$ cat config.mk
export PLATFORM = sky130hd
export DESIGN_NAME = multicycle_ctl
export DESIGN_NICKNAME = d
export VERILOG_FILES = /design/src/rtl/multicycle_ctl.sv
export SDC_FILE = /design/constraint.sdc
export NUM_CORES = 1
export LEC_CHECK = 0
export CAP_MARGIN = 20
export CORE_UTILIZATION = 50
export DETAILED_ROUTE_END_ITERATION = 16
export HOLD_SLACK_MARGIN = 0.03
export PLACE_DENSITY = 0.78
export SKIP_CTS_REPAIR_TIMING = 1
export SLEW_MARGIN = 10
export SYNTH_ARGS = -nofsm -noshare
export SYNTH_HDL_FRONTEND = slang
export SYNTH_SLANG_ARGS = --single-unit
$ cat constraint.sdc
create_clock -name clk -period 2.6 [get_ports clk]
set_input_delay 0.39 -clock clk [delete_from_list [all_inputs] [get_ports clk]]
set_output_delay 0.39 -clock clk [all_outputs]
set_load 0.1 [all_outputs]
$ cat src/rtl/multicycle_ctl.sv
// Main controller for the multicycle RV32I core: sequences
// FETCH/DECODE/EXECUTE/MEM/WRITEBACK with a req/ack memory handshake.
//
// Ports:
//   clk, reset     clock and synchronous active-high reset
//   ce             controller enable; 0 freezes state and counters
//   opcode         instr[6:0], valid from DECODE to end of instruction
//   branch_taken   ALU compare result, valid in EXECUTE
//   mem_ack        completion of the current memory request
//   fetch_en       instruction register load enable
//   mem_req/mem_we memory request / write
//   instrdec_ce    decoder enable
//   alu_ce         ALU enable
//   regfile_we     register write strobe
//   pc_inc/pc_load PC <= PC+4 / PC <= ALU target
//   retire         one-cycle pulse per completed instruction
//   retired_cnt    retired-instruction count (wraps)
//   trap           controller halted
//   trap_cause     00 none, 01 memory timeout, 10 illegal opcode
//   state_o        debug state: 0 RESET, 1 FETCH, 2 DECODE,
//                  3 EXECUTE, 4 MEM, 5 WRITEBACK, 6 TRAP
module multicycle_ctl #(
   parameter int unsigned MEM_TIMEOUT = 16,
   parameter int unsigned TMO_W       = 8,
   parameter int unsigned RET_CNT_W   = 32
) (
   input  logic                 clk,
   input  logic                 reset,
   input  logic                 ce,
   input  logic [6:0]           opcode,
   input  logic                 branch_taken,
   input  logic                 mem_ack,
   output logic                 fetch_en,
   output logic                 mem_req,
   output logic                 mem_we,
   output logic                 instrdec_ce,
   output logic                 alu_ce,
   output logic                 regfile_we,
   output logic                 pc_inc,
   output logic                 pc_load,
   output logic                 retire,
   output logic [RET_CNT_W-1:0] retired_cnt,
   output logic                 trap,
   output logic [1:0]           trap_cause,
   output logic [3:0]           state_o
);

   typedef enum logic [3:0] {
      S_RESET     = 4'd0,
      S_FETCH     = 4'd1,
      S_DECODE    = 4'd2,
      S_EXECUTE   = 4'd3,
      S_MEM       = 4'd4,
      S_WRITEBACK = 4'd5,
      S_TRAP      = 4'd6
   } state_t;

   localparam logic [6:0] OP_LUI    = 7'b0110111;
   localparam logic [6:0] OP_AUIPC  = 7'b0010111;
   localparam logic [6:0] OP_JAL    = 7'b1101111;
   localparam logic [6:0] OP_JALR   = 7'b1100111;
   localparam logic [6:0] OP_BRANCH = 7'b1100011;
   localparam logic [6:0] OP_LOAD   = 7'b0000011;
   localparam logic [6:0] OP_STORE  = 7'b0100011;
   localparam logic [6:0] OP_IMM    = 7'b0010011;
   localparam logic [6:0] OP_OP     = 7'b0110011;

   state_t             state, state_n;
   logic [TMO_W-1:0]   wait_cnt, wait_n;
   logic [1:0]         cause_n;
   logic               is_lui, is_jump, is_branch;
   logic               is_load, is_store, is_legal;
   logic               timeout_hit;

   // Raw strobes before ce gating
   logic dec_r, alu_r, rf_r, inc_r, load_r, ret_r;

   assign is_lui    = (opcode == OP_LUI);
   assign is_jump   = (opcode == OP_JAL) || (opcode == OP_JALR);
   assign is_branch = (opcode == OP_BRANCH);
   assign is_load   = (opcode == OP_LOAD);
   assign is_store  = (opcode == OP_STORE);
   assign is_legal  = is_lui || is_jump || is_branch || is_load
                   || is_store || (opcode == OP_AUIPC)
                   || (opcode == OP_IMM) || (opcode == OP_OP);

   // A zero MEM_TIMEOUT disables the watchdog entirely
   assign timeout_hit = (MEM_TIMEOUT != 0)
                     && (wait_cnt == TMO_W'(MEM_TIMEOUT - 1));

   always_ff @(posedge clk) begin
      if (reset) begin
         state       <= S_RESET;
         wait_cnt    <= '0;
         retired_cnt <= '0;
         trap_cause  <= 2'b00;
      end else if (ce) begin
         state      <= state_n;
         wait_cnt   <= wait_n;
         trap_cause <= cause_n;
         if (retire)
            retired_cnt <= retired_cnt + RET_CNT_W'(1);
      end
   end

   always_comb begin
      state_n  = state;
      wait_n   = '0;
      cause_n  = trap_cause;
      fetch_en = 1'b0;
      mem_req  = 1'b0;
      mem_we   = 1'b0;
      trap     = 1'b0;
      dec_r    = 1'b0;
      alu_r    = 1'b0;
      rf_r     = 1'b0;
      inc_r    = 1'b0;
      load_r   = 1'b0;
      ret_r    = 1'b0;
      unique case (state)
         S_RESET: state_n = S_FETCH;
         S_FETCH: begin
            fetch_en = 1'b1;
            mem_req  = 1'b1;
            if (mem_ack) begin
               state_n = S_DECODE;
            end else if (timeout_hit) begin
               state_n = S_TRAP;
               cause_n = 2'b01;
            end else begin
               wait_n = wait_cnt + TMO_W'(1);
            end
         end
         S_DECODE: begin
            dec_r = 1'b1;
            if (!is_legal) begin
               state_n = S_TRAP;
               cause_n = 2'b10;
            end else begin
               state_n = S_EXECUTE;
            end
         end
         S_EXECUTE: begin
            alu_r = !is_lui;
            if (is_load || is_store) begin
               state_n = S_MEM;
            end else if (is_branch) begin
               load_r  = branch_taken;
               inc_r   = !branch_taken;
               ret_r   = 1'b1;
               state_n = S_FETCH;
            end else begin
               state_n = S_WRITEBACK;
            end
         end
         S_MEM: begin
            mem_req = 1'b1;
            mem_we  = is_store;
            if (mem_ack) begin
               if (is_store) begin
                  inc_r   = 1'b1;
                  ret_r   = 1'b1;
                  state_n = S_FETCH;
               end else begin
                  state_n = S_WRITEBACK;
               end
            end else if (timeout_hit) begin
               state_n = S_TRAP;
               cause_n = 2'b01;
            end else begin
               wait_n = wait_cnt + TMO_W'(1);
            end
         end
         S_WRITEBACK: begin
            rf_r    = 1'b1;
            load_r  = is_jump;
            inc_r   = !is_jump;
            ret_r   = 1'b1;
            state_n = S_FETCH;
         end
         S_TRAP: trap = 1'b1;
         default: state_n = S_RESET;
      endcase
   end

   // Memory strobes stay up while frozen so an open request persists
   assign instrdec_ce = ce && dec_r;
   assign alu_ce      = ce && alu_r;
   assign regfile_we  = ce && rf_r;
   assign pc_inc      = ce && inc_r;
   assign pc_load     = ce && load_r;
   assign retire      = ce && ret_r;
   assign state_o     = state;

endmodule

==> out/results.txt, run 1 <==
Seq cells post-synth: 46
Clock sinks: 46
Status: finished clean
CLK BUF: 5
Die Size: 0.00534 mm2
Top cells by count: dfxtp_1 (46), nor2_1 (33), a21oi_1 (29)
Flip-flops: 46
Syn-to-layout area delta: 36.9%
Die X: 73.0 um
Global route hottest layer: met2
H-tree depth: 2
Die y size: 73.0 um
Cell count after placement: 446
Setup crit start: opcode[3]
Slew margin rel.: 74.0%
Maximum VDD drop: 0.000230 V
Final Hold Viols: 0
Post-synth seq share: 36.5%
Largest cell class: multi-input combinational cells
AO/OA Area Share: 16.9%
Most instantiated logic cell after routing: buf_4
run 1: power by group:
group | internal [mW] | switching [mW]
clock | 0.288 | 0.258
sequential | 0.708 | 0.0134
combinational | 0.0706 | 0.135
total | 1.07 | 0.407
run 1: through the flow:
| stage | hold slack, ns | TNS [ns] | total power [mW] | worst slack [ns] |
|---|---|---|---|---|
| finish | 0.486 | 0 | 1.47 | 0.109 |
| floorplan | 0.458 | 0 | 0.876 | 0.00752 |
| detailed placement | 0.477 | -0.253 | 0.942 | -0.0991 |
| global route | 0.518 | 0 | 1.53 | 0.0110 |
| global placement | 0.463 | -0.154 | 0.940 | -0.0677 |
| CTS | 0.491 | 0 | 1.49 | 0.0453 |
run 1: registers in the layout, summed over array words and instances, names as in the netlist:
name and cells:
trap_cause 2, state_o 4, retired_cnt 32, wait_cnt 8
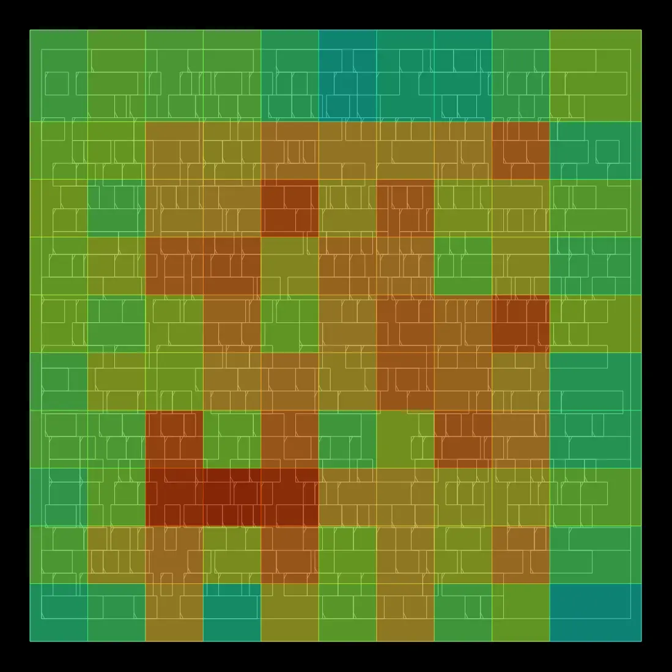
Run 1: congestion heat map
Final Util: 72.2%
GR Util met2: 43.1%
grt met3 use: 5.39%
Total GRT Usage: 25.3%
DR WL/cell: 13.9 um

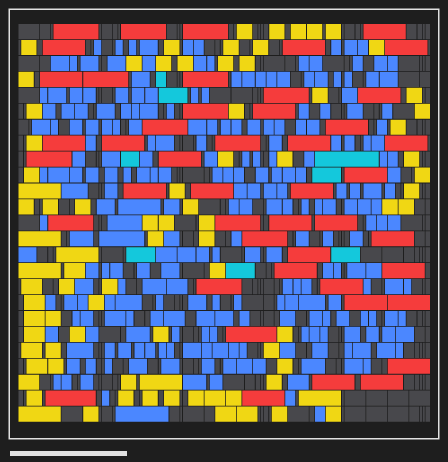
Run 1: placed cells, one color a class
Scale bar: 20 um. Fill, decap, tap and diode cells in gray.
Key: remaining logic cells = blue [cells 252, share of their area 47%]; clock drivers and dummy loads = cyan [cells 8, share of their area 3.3%]; remaining buffers and delay cells = yellow [cells 82, share of their area 22%]; registers = red [cells 46, share of their area 28%]
Finished Cell Area: 0.00345 mm2
row count: 25
core area: 0.00479 mm2
Seq/total area: 27.4%

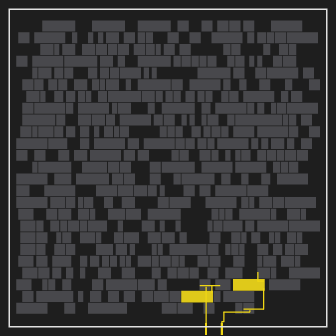
Run 1: nets reached from selected ports
Key: trap_cause = yellow [bits 2, direction output, end cells 2, buffers 2, wire 37.4 um]
input/output buffers: 59
io pins: 60

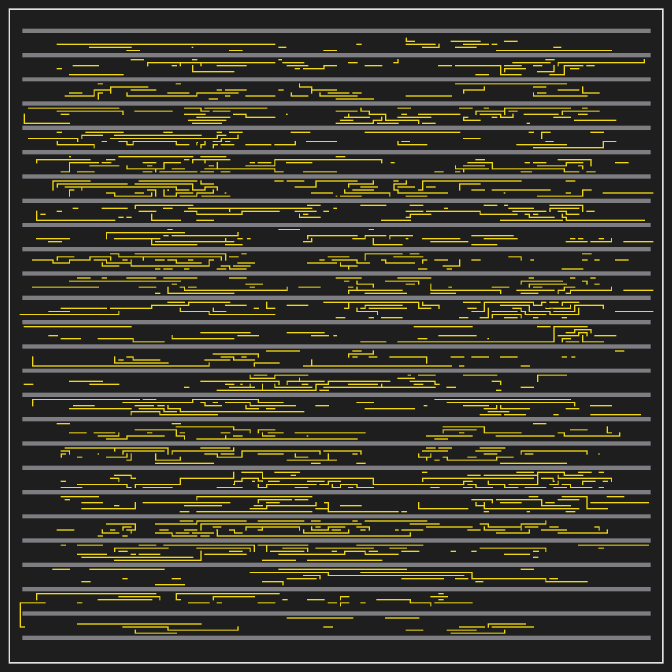
Run 1: metal 1
Supply wires on this layer in gray.
The longest straight run is 24.4 um. The layer carries 2840 um of wire. 361 nets have wire on it.
drt total wl: 6320 um
routing usage on met1: 31.9%
via count: 2592

==> run 2: changes to the inputs <==
Settings changed: CORE_ASPECT_RATIO from default to 1.5, CORE_MARGIN from default to 3, CTS_BUF_LIST from default to sky130_fd_sc_hd__clkbuf_16.
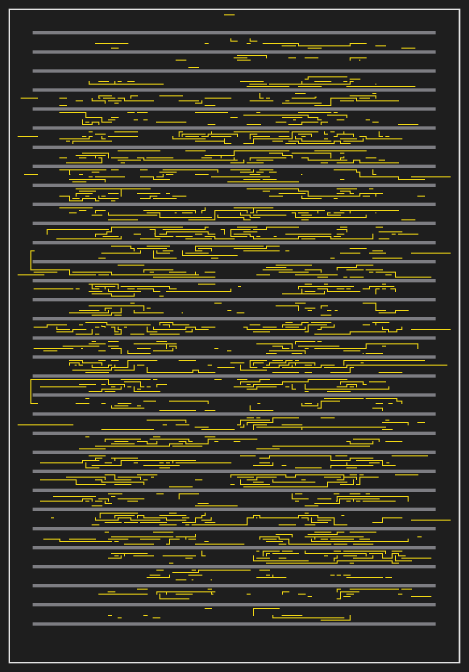
Run 2: metal 1
Supply wires on this layer in gray.
The wires run mostly horizontal. The layer carries 2590 um of wire. The longest straight run is 18.4 um.
drt total wl: 6250 um
routing usage on met1: 25.6%
via count: 2612

==> out/results.txt, run 2 <==
Status: finished clean
Max reg flops: 32 (unchanged)
Top-count cell post-synth: dfxtp_1
Sw frac: 25.7% (-1.9 points)
Finished Cell Area: 0.00349 mm2 (+1.2%)
Final Hold Viols: 0 (unchanged)
Power, Total: 1.61 mW (+9.5%)
Post-synth seq share: 36.5% (unchanged)
Setup crit start: opcode[3]
Total negative slack: 0 ns (unchanged)
Slew margin rel.: 73.7% (-0.37 points)
DR WL/cell: 13.9 um (-0.17%)
Most instantiated logic cell after routing: buf_4
Clock group share of total power: 42.3% (+5.2 points)
Io pins: 60 (unchanged)
Seq/total area: 27.1% (-0.31 points)
Final Util: 72.1% (-0.11 points)
Syn-to-layout area delta: 38.5%
Sw power: 0.415 mW (+1.9%)
Top power group: sequential cells
Signal buf overhead: 20.6%
Worst-Skew Late Latency: 0.28 ns
Die Size: 0.00595 mm2 (+12%)
Int Pwr: 1.20 mW (+12%)
Placement Setup Slack: -0.0939 ns (+0.00521 ns)
Maximum VDD drop: 0.000290 V (+26%)
Flip-flops: 46 (unchanged)
Clock sinks: 46 (unchanged)
Row count: 31 (+24%)
Detail Route Antenna Nets: 0
Post-route worst setup slack: 0.0570 ns (-0.0520 ns)
Initial antenna violation count: 0
First-pass GRT wire length: 10800 um
Clock group: 0.683 mW (+25%)
Input/output buffers: 59 (unchanged)
Max-Cap Viols: 0
Seq cells post-synth: 46 (unchanged)
Combinational Power: 0.209 mW (about the same)
Cell count after placement: 443 (-0.67%)
H-tree depth: 2 (unchanged)
N_taps: 66
Top cells by count: dfxtp_1 (46), nor2_1 (33), a21oi_1 (29)
Logic pwr share: 12.9% (-1.1 points)
Worst path arrival time: 2.15 ns
Max-area cell share: 36.5%
Comb/total area: 44.5%
Die y size: 93.0 um (+27%)
Seq pwr share: 44.7% (-4.2 points)
Kind of cell adding the most delay to the critical path: simple AND/OR/NAND/NOR gates
## run 2: cell counts after synthesis
Identical to the previous run, type by type.
## run 2: how the worst max path moves through the flow
stage | to | slack [ns] | cells past startpoint
floorplan | retired_cnt[28]$_SDFFE_PP0P_ | 0.008 | 5
global placement | retired_cnt[28]$_SDFFE_PP0P_ | -0.06 | 7
detailed placement | retired_cnt[28]$_SDFFE_PP0P_ | -0.09 | 7
CTS | pc_inc | -0.003 | 8
global route | pc_inc | 0.006 | 8
finish | pc_inc | 0.06 | 6
## run 2: per-layer routing
layer  GRT usage, %  vias to the layer above  share of wire, %
met2           39.5                       75                53
met3           3.49                       13               4.5
met4           7.93                        0               1.6
met5              0                        -                 0
met1           25.6                     1234                41
li1               -                     1290                 -
==> run 3: changes to the inputs <==
Settings changed: CORE_UTILIZATION 50 to 40, PLACE_DENSITY 0.78 to 0.65.
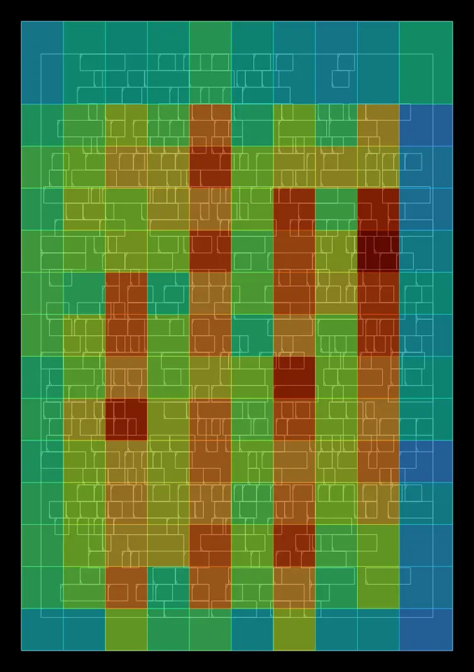
Run 3: congestion heat map
global route hottest layer: met2
GR Util met2: 34.0%
routing usage on met1: 22.2%

==> out/results.txt, run 3 <==
Status: finished clean
Combinational Power: 0.212 mW (about the same)
Die Size: 0.00732 mm2 (+23%)
Worst path arrival time: 2.11 ns (-0.04 ns)
Input/output buffers: 59 (unchanged)
Cell count after placement: 449 (+1.4%)
Final Util: 58.7% (-13 points)
Met2 Wirelength: 3400 um (+3.4%)
Int Pwr: 1.13 mW (-5.6%)
Worst-Skew Late Latency: 0.28 ns (about the same)
H-tree depth: 2 (unchanged)
Clock group: 0.611 mW (-11%)
Most instantiated logic cell after routing: buf_4
Via count: 2611 (-0.038%)
Top power group: sequential cells
Power, Total: 1.55 mW (-4.2%)
Seq pwr share: 46.7% (+2.0 points)
Finished Cell Area: 0.00350 mm2 (about the same)
Post-route worst setup slack: 0.105 ns (+0.0478 ns)
Clock sinks: 46 (unchanged)
Sw power: 0.414 mW (-0.25%)
Initial antenna violation count: 0 (unchanged)
First-pass GRT wire length: 11200 um (+3.5%)
-- run 3: cell counts after synthesis --
No cell type changed its count.
-- run 3: cell families after synthesis --
family          Yosys count  synth area share, %
xor+xnor                 17                 5.90
buf+inv                  27                 4.76
mux                       1                0.397
fa+ha+maj                 2                0.991
simple gates            155                 34.6
flops                    46                 36.5
compound gates           71                 16.9
-- run 3: final cells by class --
type	count	area share, %
Tap cell	72	2.58
Multi-Input combinational cell	246	44.7
Inverter	6	0.751
Clock inverter	3	0.358
Clock buffer	5	3.58
Sequential cell	46	27.0
Timing Repair Buffer	79	21.0
-- run 3: layer usage --
layer  GRT usage, %  up-vias
li1               -     1305
met1           22.2     1239
met2           34.0       58
met3           2.71        9
met4           4.92        0
met5              0        -

## Gallery

Cell density map.
image #1
6 x 9 tiles, from white (low) to dark blue (high), 0 to 100% covered.
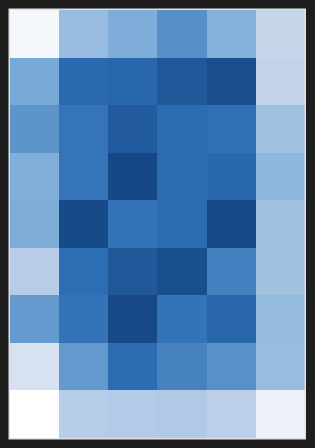
image #2
7 x 7 tiles, from white (low) to dark blue (high), 0 to 100% covered.
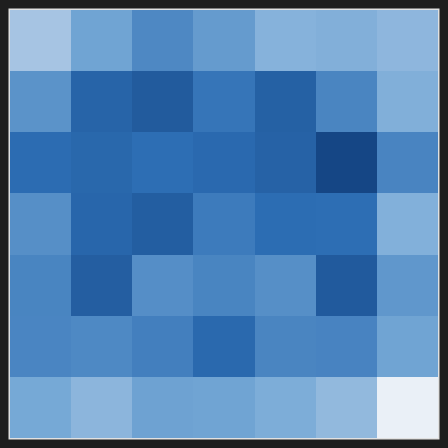
image #3
7 x 10 tiles, from white (low) to dark blue (high), 0 to 100% covered.
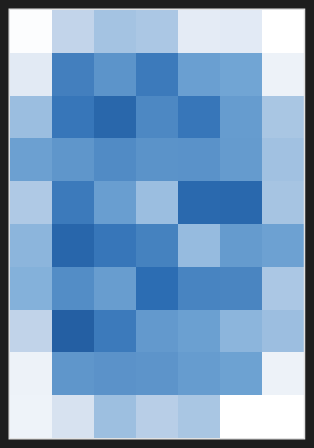
Image #1 is run 2.
Image #3 is run 3.
Image #2 is run 1.

No activity file was given, so power comes from the tool's default toggle rates.
